==> config.mk <==
export PLATFORM = sky130hd
export DESIGN_NAME = conv3x3_ctrl
export DESIGN_NICKNAME = d
export VERILOG_FILES = /design/src/rtl/conv3x3_ctrl_pkg.sv /design/src/rtl/conv3x3_ctrl_line_buf.sv /design/src/rtl/conv3x3_ctrl.sv
export SDC_FILE = /design/constraint.sdc
export NUM_CORES = 1
export LEC_CHECK = 0
export ABC_AREA = 1
export CAP_MARGIN = 5
export CORE_UTILIZATION = 30
export DETAILED_ROUTE_END_ITERATION = 12
export GPL_TIMING_DRIVEN = 1
export PLACE_DENSITY = 0.56
export SETUP_SLACK_MARGIN = 0.1
export SKIP_CTS_REPAIR_TIMING = 1
export SLEW_MARGIN = 5
export SYNTH_ARGS = -nofsm -noshare
export SYNTH_HDL_FRONTEND = slang
export SYNTH_SLANG_ARGS = --single-unit
==> constraint.sdc <==
create_clock -name clk -period 5.55 [get_ports clk]
set_input_delay 0.555 -clock clk [delete_from_list [all_inputs] [get_ports clk]]
set_output_delay 0.555 -clock clk [all_outputs]
set_load 0.05 [all_outputs]
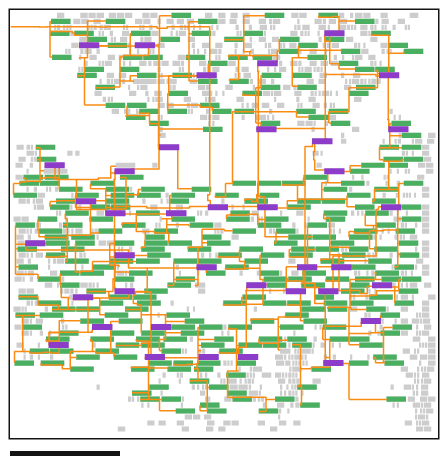
(clock distribution)
The bar under the picture is 50 um long.
Key: green = flip-flops [count 310]; orange = clock wires [length 4,260 um]; purple = cells driving clock nets [count 38]
There are 39 routed clock nets.
clk latency late pin: 0.52 ns
clock power share: 23.7%
Final Skew: 0.01268 ns
Clock Power: 2.36 mW

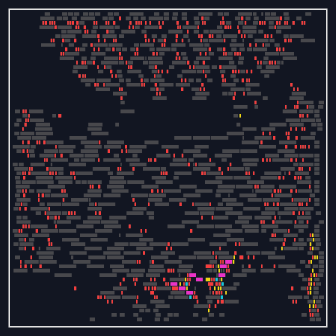
(selected gate families)
Key: cyan = inverting AOI/OAI gates [cells 5]; red = NAND gates [cells 498, where widely spread]; magenta = adder and majority cells [cells 8, where bottom middle]; yellow = inverters [cells 32]
combinational share of cell area: 14.70%
dominant logic cell type in the layout: nand2_1

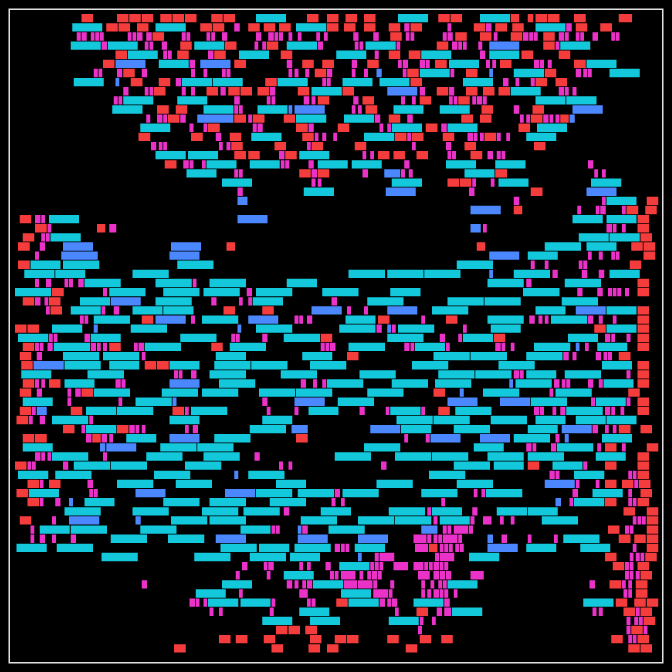
(placed cells, one color a class)
Key: magenta = all other logic [cells 552, share of their area 16%]; red = other buffers and delay cells [cells 279, share of their area 19%]; blue = clock drivers and dummy loads [cells 69, share of their area 8.0%]; cyan = flip-flops [cells 310, share of their area 57%]
Core Util, Final: 42.22%
sequential share of cell area: 54.99%
Final Instance Area: 15,420 sq um

==> impl_metrics.tcl <==
# implementation run metrics
set metrics [dict create \
    netlist_instances 912 \
    comb_power_share_pct 39.7 \
    cts_tree "done" \
    crit_slowest_cell "clkdlybuf4s50_1" \
    r2r_cells 7 \
    synthAoiAreaFrac_pct 0.2258 \
    num_tap_cells 468 \
    maxCapViolCount 0 \
    netSwitchingFraction_pct 41.46 \
    p_seq_mw 3.64 \
    crit_buf_inv 2 \
    yosysWarnings 0 \
    yosysTopAreaCellShare_pct 39.02 \
    internal_power_mw 5.817 \
    vias 7440 \
    layout_top_cells "nand2_1 (339), clkdlybuf4s50_1 (269), dfrtp_1 (166), nand3_1 (152), edfxtp_1 (144)" \
    worst_pin_slew_ns 1.068 \
    syn_avg_cell_area_sq_um 12.15 \
    power.density_nw_per_um2 644.5 \
    grt_pass1_vias 7499 \
    grt_usage_pct 14.62 \
    h-tree-depth 2 \
    clockNetworkAreaShare_pct 7.742 \
    clock-sinks 310 \
    ys_sh_mux_pct 0 \
    drv_slew 0 \
    outcome "complete, no violations" \
    inverters_excl_clock 32 \
    criticalPathCategory "flop to primary output" \
    end_kind "primary output" \
    diodes 0 \
]
No activity file was given, so power comes from the tool's default toggle rates.
